Design contador_direccional_flat, sky130hd; sources not shown.
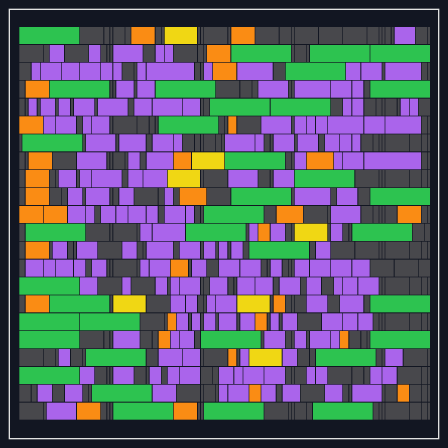
Figure 1: run 1, cell classes on the final placement.
Fill, decap, tap and diode cells in grey.
[combinational and other logic] purple | cells: 182 | share of their area: 52%
[clock drivers and dummy loads] yellow | cells: 7 | share of their area: 3.7%
[other buffers and delay cells] orange | cells: 31 | share of their area: 9.8%
[flops] green | cells: 36 | share of their area: 35%
Site Rows: 22
Layout Utilization: 70.9%
Seq/total area: 34.0%
core area: 0.00374 sq mm

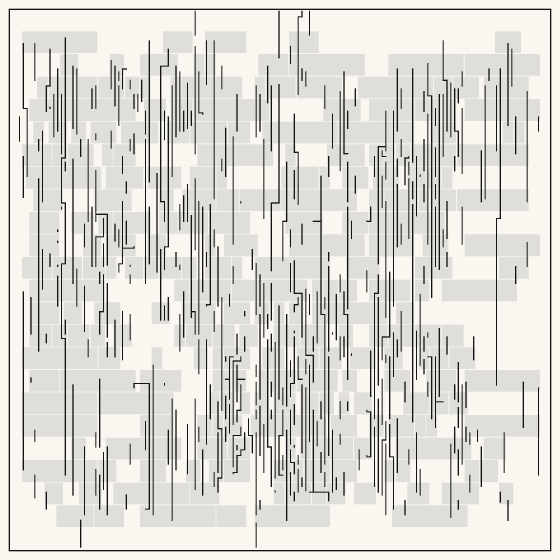
Figure 2: run 1, signal wires on met2.
share of all routed wire: 46%
nets with wire on the layer: 228
main direction: vertical
wire length on this layer: 2,160 microns
DRT Wirelength: 4730 microns
total number of vias: 1,835

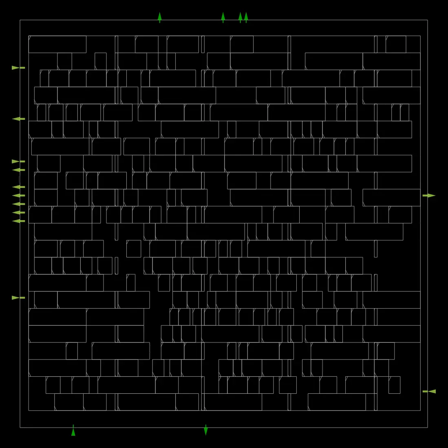
Figure 3: run 1, placed standard cells.
number of fill cells in the layout: 288
Tap Cells: 48
Flops: 36

==> flow_summary.yaml, run 1 <==
# synthesis and place-and-route metrics
status:
  status: "finished clean"
pwr:
  max-vdd-ir-drop_v: 0.000382
  pwr_density_cell_mw_per_mm2: 705
  power.total_mw: 1.87
  clkPwrFrac_pct: 16.4
  comb_power_share_pct: 53.8
  p_leak_nw: 1.06
  p_sw_share_pct: 40.2
  p_int_mw: 1.12
  p_sw_uw: 751
  p_seq_share_pct: 29.7
clock_tree:
  cts_buffer_depth: 2
  clkTransAtPathRegs_ns: 0.06
  clock-sinks: 36
  holdBufCountCts: 0
  cts_buffers: 5
  cts_tree: "yes"
  cts-root-buf: "clkbuf_8"
  cts.htree.levels: 2
  clkLatencyLatePin_ns: 0.30
global_route:
  grt_max_degree: 37
  grt_usage_pct: 24.7
  grt_pass1_wl_microns: 8060
  antenna_found_initial: 0
  top_usage_layer: "met2"
  grt_overflow_total: 0
  use_met1_pct: 33.9
  globalRouteMet3Util_pct: 5.38
  gr-usage-met2_pct: 38.8
  grt_pass1_vias: 1697
logic_synthesis:
  yosys-top-cells-area: "dfrtp_1, ha_1, nor4b_2"
  synth_cell_types: 65
  synthArstFlopShare_pct: 100
  netlist_area_sq_mm: 0.00231
  ys_cells: 230
  ys_seq_share_pct: 39.0
  synth-edff-count: 0
  ys_area_sq_mm: 0.00231
  synth-main-ff-cell: "dfrtp_1"
  syn-num-nets: 245
  ys_seq_elements: 36
  top_area_cell: "dfrtp_1"
  top_area_share_pct: 39.0
  syn_inst: 230
  synth.avg_cell_area_sq_um: 10.0
  yosys_warnings: 0
placement:
  place_area_sq_mm: 0.00253
  dp_hpwl_microns: 3240
  globalplace.congestion: 0.886
  portBuffers: 17
routing:
  drtIter0Drc: 112
  wl_per_cell_microns: 15.6
  drc: 0
  antenna_left: 0
  vias_per_cell: 6.04
  dr.pass1.iters: 4
worst_setup_path:
  r2r_slack_ns: 0.59
  worstPathRequired_ns: 3.87
  crit_type: "input pin to flip-flop"
  r2r_cells: 9
  end_kind: "flip-flop"
  critical_path.max_fanout: 7
  crit_arrival_ns: 3.72
  cp-start-kind: "input pin"
worst_hold_path:
  whs_path_depth: 0
  hold_path_class: "flip-flop to flip-flop"
sta:
  report.final.slew_viol_count: 0
  fmax_mhz: 282
  setup_viol: 0
  hold_violations: 0
  rsz0062_at_grt: "no"
  finClkSkew_ns: 0.0104
  max_slew.worst_pin.slew_ns: 0.801
  finalCritPeriodShare_pct: 95.7
  post-route-min-period_ns: 3.54
  slew_headroom_pct: 46.6
flow_run:
  openroad.warnings: 26
  drv_cap: 0
layout:
  layout_top_cell: "dfrtp_1"
  drive_gt1_share_pct: 14.5
  nets: 271
  diodes: 0
  largest_reg_flops: 10
  final_area_sq_mm: 0.00265
  layout.cells.most_common_list: "dfrtp_1, clkdlybuf4s50_1, nor2_1, nand2_1, o21ai_0"
  syn_to_final_growth_pct: 14.9
floorplan:
  dieArea_sq_mm: 0.00424
  die_y_microns: 65.1
  ios: 18
  die_x_microns: 65.1
  initCoreUtil_pct: 61.7
==> run 1: cell families after synthesis <==
family	count (synthesis)	share of synthesized area, %
and+or+nand+nor	93	27.4
AOI/OAI and AO/OA	55	17.0
DFF	36	39.0
buffers and inverters	20	4.55
xor gates and xnor gates	14	5.31
adders and majority gates	11	6.18
muxes	1	0.488
==> run 1: power groups by stage <==
stage | sequential [mW] | clock, mW | combinational [mW]
6_report | 0.556 | 0.307 | 1.01
5_1_grt | 0.568 | 0.326 | 1.13
2_1_floorplan | 0.548 | 0 | 0.734
3_3_place_gp | 0.560 | 0 | 0.976
4_1_cts | 0.557 | 0.314 | 0.997
3_5_place_dp | 0.564 | 0 | 0.986
==> run 1: per-stage QoR <==
stage	hold WS [ns]	util [%]	setup TNS (ns)	worst slack, ns	std cells
floorplan	0.331	-	0	0.598	230
global placement	0.335	67.8	-0.350	-0.275	295
detailed placement	0.335	67.7	-0.452	-0.299	295
CTS	0.350	70.3	0	0.0505	302
global route	0.351	70.9	0	0.0517	304
finish	0.347	70.9	0	0.158	304
==> run 1: area by class of cell <==
cell class,instances,area [sq um],share of cell area [%]
sequential,36,901,34.0
clock buffer,7,96.3,3.63
multi-input combinational,174,1310,49.4
timing repair buffer,19,180,6.79
inverter,8,31.3,1.18
buffer,12,73.8,2.78
tap,48,60.1,2.26
==> run 1: cell usage after synthesis (all sizes together) (3+ instances only) <==
library cell / number
nor2: 15
nor3b: 4
nand3: 8
xnor2: 8
dfrtp: 36
ha: 9
nor2b: 10
or3: 7
o21a: 5
a21oi: 4
inv: 7
nor4b: 7
nor3: 6
buf: 9
nor4: 4
o21ai: 13
xor2: 6
nand2: 13
clkbuf: 3
a31oi: 3
==> run 1: what timing repair did <==
item	4_1_cts	5_1_grt
resized	1	1
setup buffers	0	2
setup endpoints to repair	1	2
pin swaps	0	1
==> run 1: layer usage <==
layer,share of wire (%),vias up
met3,4.9,7
met1,48,865
met4,1.1,0
met5,0,-
met2,46,53
li1,-,910
==> run 1: critical path, stage by stage <==
cell             delay, ns
clkdlybuf4s50_1       0.57
nor2b_1               0.26
nand4b_1              0.22
nand2b_4              0.24
ha_1                  0.33
nor2b_1               0.17
o31a_1                0.25
o21a_1                0.17
or3_1                 0.30
a32o_1                0.26
--- run 2 (diff from run 1) ---
--- a/config.mk
+++ b/config.mk
@@ -10,6 +10,7 @@
 export DETAILED_ROUTE_END_ITERATION = 8
 export GPL_TIMING_DRIVEN = 0
 export PLACE_DENSITY = 0.77
+export SETUP_SLACK_MARGIN = 0.15
 export SYNTH_ARGS = -nofsm -noshare
 export SYNTH_HDL_FRONTEND = slang
 export SYNTH_SLANG_ARGS = --single-unit
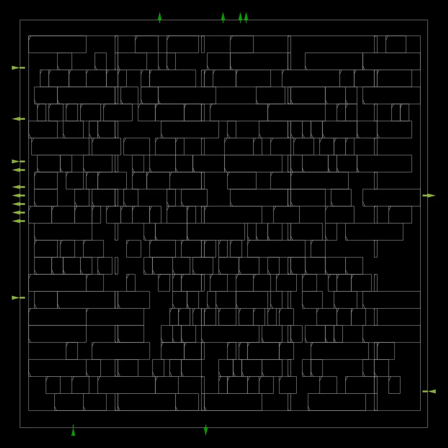
Figure 4: run 2, placed standard cells.
Seq/total area: 33.9%
final cell count without fillers: 304
number of fill cells in the layout: 289
Layout Utilization: 71.0%

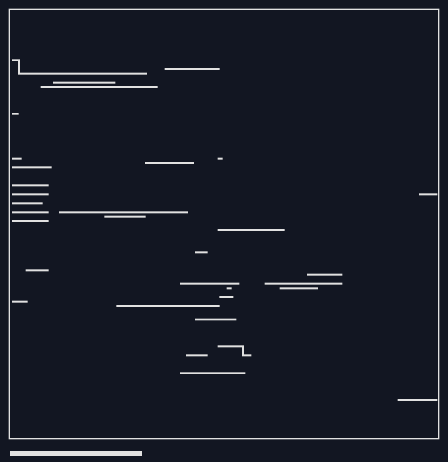
Figure 5: run 2, the metal 3 layer.
The bar under the picture is 20 microns long.
share of all routed wire: 4.7%
wire length on this layer: 221 microns
nets with wire on the layer: 25
main direction: horizontal
GR Layer Usage met3: 5.38%
total number of vias: 1,853

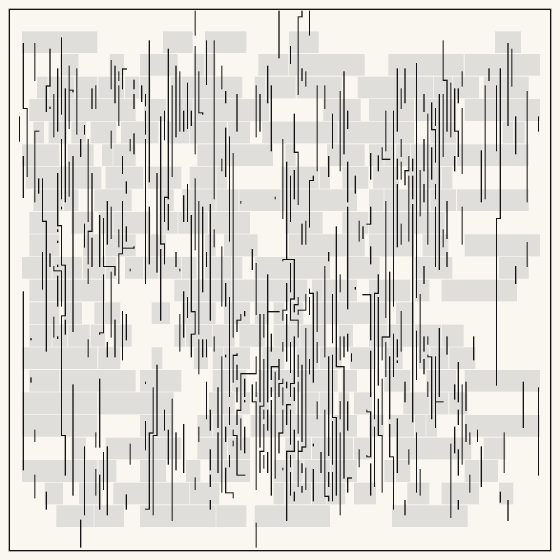
Figure 6: run 2, signal wires on met2.
longest straight run: 28.2 microns
nets with wire on the layer: 230
main direction: vertical
share of all routed wire: 46%
wire length on this layer: 2,180 microns
GRT met2 Usage: 38.8%

==> run 2 against run 1 <==
Area after synthesis stayed put. Cell count stayed put. Total power is 0.12% higher. Die area stayed put. Count of clock-buffer cells in the layout stayed put. Critical path type is now flip-flop to output pin. Largest cell class unchanged.
==> flow_summary.yaml, run 2 <==
# synthesis and place-and-route metrics
logic_synthesis:
  synthArstFlopShare_pct: 100
  synth-main-ff-cell: "dfrtp_1"
  yosys_warnings: 0
  yosys-top-cells-area: "dfrtp_1, ha_1, nor4b_2"
  ys_seq_share_pct: 39.0
  synth.avg_cell_area_sq_um: 10.0
  synth.most_common_cell: "dfrtp_1"
  syn-num-nets: 245
  top_logic_kind: "simple AND/OR/NAND/NOR gates"
  ys_seq_elements: 36
  synth-edff-count: 0
  yosys.area_share.aoi_pct: 17.0
  mux_area_share_pct: 0.488
  ys_cells: 230
  xor_share_pct: 5.31
  ys_sh_simple_pct: 27.4
  ys_area_sq_mm: 0.00231
  ys_sh_adder_pct: 6.18
  common_cells: "dfrtp_1, nor2_1, nand2_1"
  top_area_share_pct: 39.0
  synth_cell_types: 65
  top_area_cell: "dfrtp_1"
  syn_inst: 230
  netlist_area_sq_mm: 0.00231
placement:
  portBuffers: 17
  dp_hpwl_microns: 3240
  place_area_sq_mm: 0.00253
  globalplace.congestion: 0.886
  dp_cells: 295
global_route:
  grt_max_degree: 37
  grt_pass1_vias: 1700
  grt_usage_pct: 24.8
  grt_pass1_wl_microns: 8070
  antenna_found_initial: 0
  grt_overflow_total: 0
flow_run:
  openroad.warnings: 26
  drv_cap: 0
worst_setup_path:
  cp-start-kind: "flip-flop"
  crit_chain: "or4_4, or3_4, clkinv_2, clkdlybuf4s50_1"
  end_kind: "output pin"
  max_stage_delay_ns: 0.56
  r2r_cells: 9
  crit_arrival_ns: 2.30
  cp_num_buf_inv: 2
  critical_path.max_fanout: 6
  r2r_slack_ns: 0.59
  slowest_stage: "or4_4"
  crit_type: "flip-flop to output pin"
  worstPathRequired_ns: 2.77
  cp.depth: 4
  path_delay_family: "simple AND/OR/NAND/NOR gates"
sta:
  setup_viol: 0
  report.final.slew_viol_count: 0
  slew_headroom_pct: 47.0
  fmax_mhz: 310
  post-route-min-period_ns: 3.23
  hold_violations: 0
  max_slew.worst_pin.slew_ns: 0.796
  rsz0062_at_grt: "no"
  finClkSkew_ns: 0.0104
  finalCritPeriodShare_pct: 87.3
  whs_ns: 0.347
  setup_tns_ns: 0
routing:
  drc: 0
  vias_per_cell: 6.10
  wl_per_cell_microns: 15.6
  drtIter0Drc: 114
  wirelength_microns: 4730
  dr.pass1.iters: 4
  antenna_left: 0
clock_tree:
  cts-root-buf: "clkbuf_8"
  clock-sinks: 36
  cts_buffers: 5
  clkTransAtPathRegs_ns: 0.07
  cts.htree.levels: 2
  cts_tree: "yes"
  clkLatencyLatePin_ns: 0.29
  cts_buffer_depth: 2
layout:
  diodes: 0
  drive_gt1_share_pct: 14.8
  largest_reg_flops: 10
  layout.cells.most_common_list: "dfrtp_1, clkdlybuf4s50_1, nor2_1, nand2_1, o21ai_0"
  final_area_sq_mm: 0.00266
  syn_to_final_growth_pct: 15.1
  layout_top_cell: "dfrtp_1"
  nets: 271
status:
  status: "finished clean"
pwr:
  pwr_density_cell_mw_per_mm2: 704
  p_leak_nw: 1.07
  max-vdd-ir-drop_v: 0.000381
worst_hold_path:
  whs_path_depth: 0
  hold_path_class: "flip-flop to flip-flop"
floorplan:
  die_x_microns: 65.1
  dieArea_sq_mm: 0.00424
  ios: 18
  initCoreUtil_pct: 61.7
  die_y_microns: 65.1
  rows: 22
  core_area_sq_mm: 0.00374
## run 2: area by class of cell
type,count,area [sq um]
Tap cell,48,60.1
Fill cell,289,1090
Clock buffer,7,96.3
Timing Repair Buffer,19,183
Inverter,8,31.3
Multi-Input combinational cell,174,1310
Sequential cell,36,901
Buffer,12,73.8
## run 2: logic make-up after synthesis
logic type | after synthesis
and+or+nand+nor | 93
AOI/OAI and AO/OA | 55
DFF | 36
buffers and inverters | 20
xor gates and xnor gates | 14
adders and majority gates | 11
muxes | 1
## run 2: report_power, final
part	switching (mW)	leakage, nW	internal (mW)	total [mW]
clock	0.140	0.0503	0.166	0.306
sequential	0.0768	0.468	0.479	0.556
combinational	0.536	0.554	0.474	1.01
## run 2: timing repair
item,4_1_cts,5_1_grt
resized,3,1
endpoints found under the hold margin,0,0
hold buffers,0,0
buffers inserted,0,2
setup endpoints to repair,1,2
pin swaps,0,0
## run 2: worst reg2reg max path, stage by stage (launching register included)
cell,delay (ns)
dfrtp_1,0.44
or4_4,0.56
or3_4,0.42
nand2b_4,0.13
ha_1,0.28
nor2b_1,0.17
o31a_1,0.25
o21a_1,0.17
or3_1,0.30
a32o_1,0.27
## run 2: layer usage
metal / vias to the layer above / track usage (%) / share of wire, %
met5: - / 0 / 0
met2: 47 / 38.8 / 46
met1: 887 / 34.0 / 47
li1: 908 / - / -
met3: 11 / 5.38 / 4.7
met4: 0 / 8.15 / 1.8
## run 2: per-stage QoR
step,power (mW),setup slack [ns]
floorplan,1.28,0.598
finish,1.87,0.471
detailed placement,1.55,-0.299
global route,2.02,0.338
global placement,1.54,-0.275
CTS,1.87,0.177
Power and IR drop assume default switching activity.
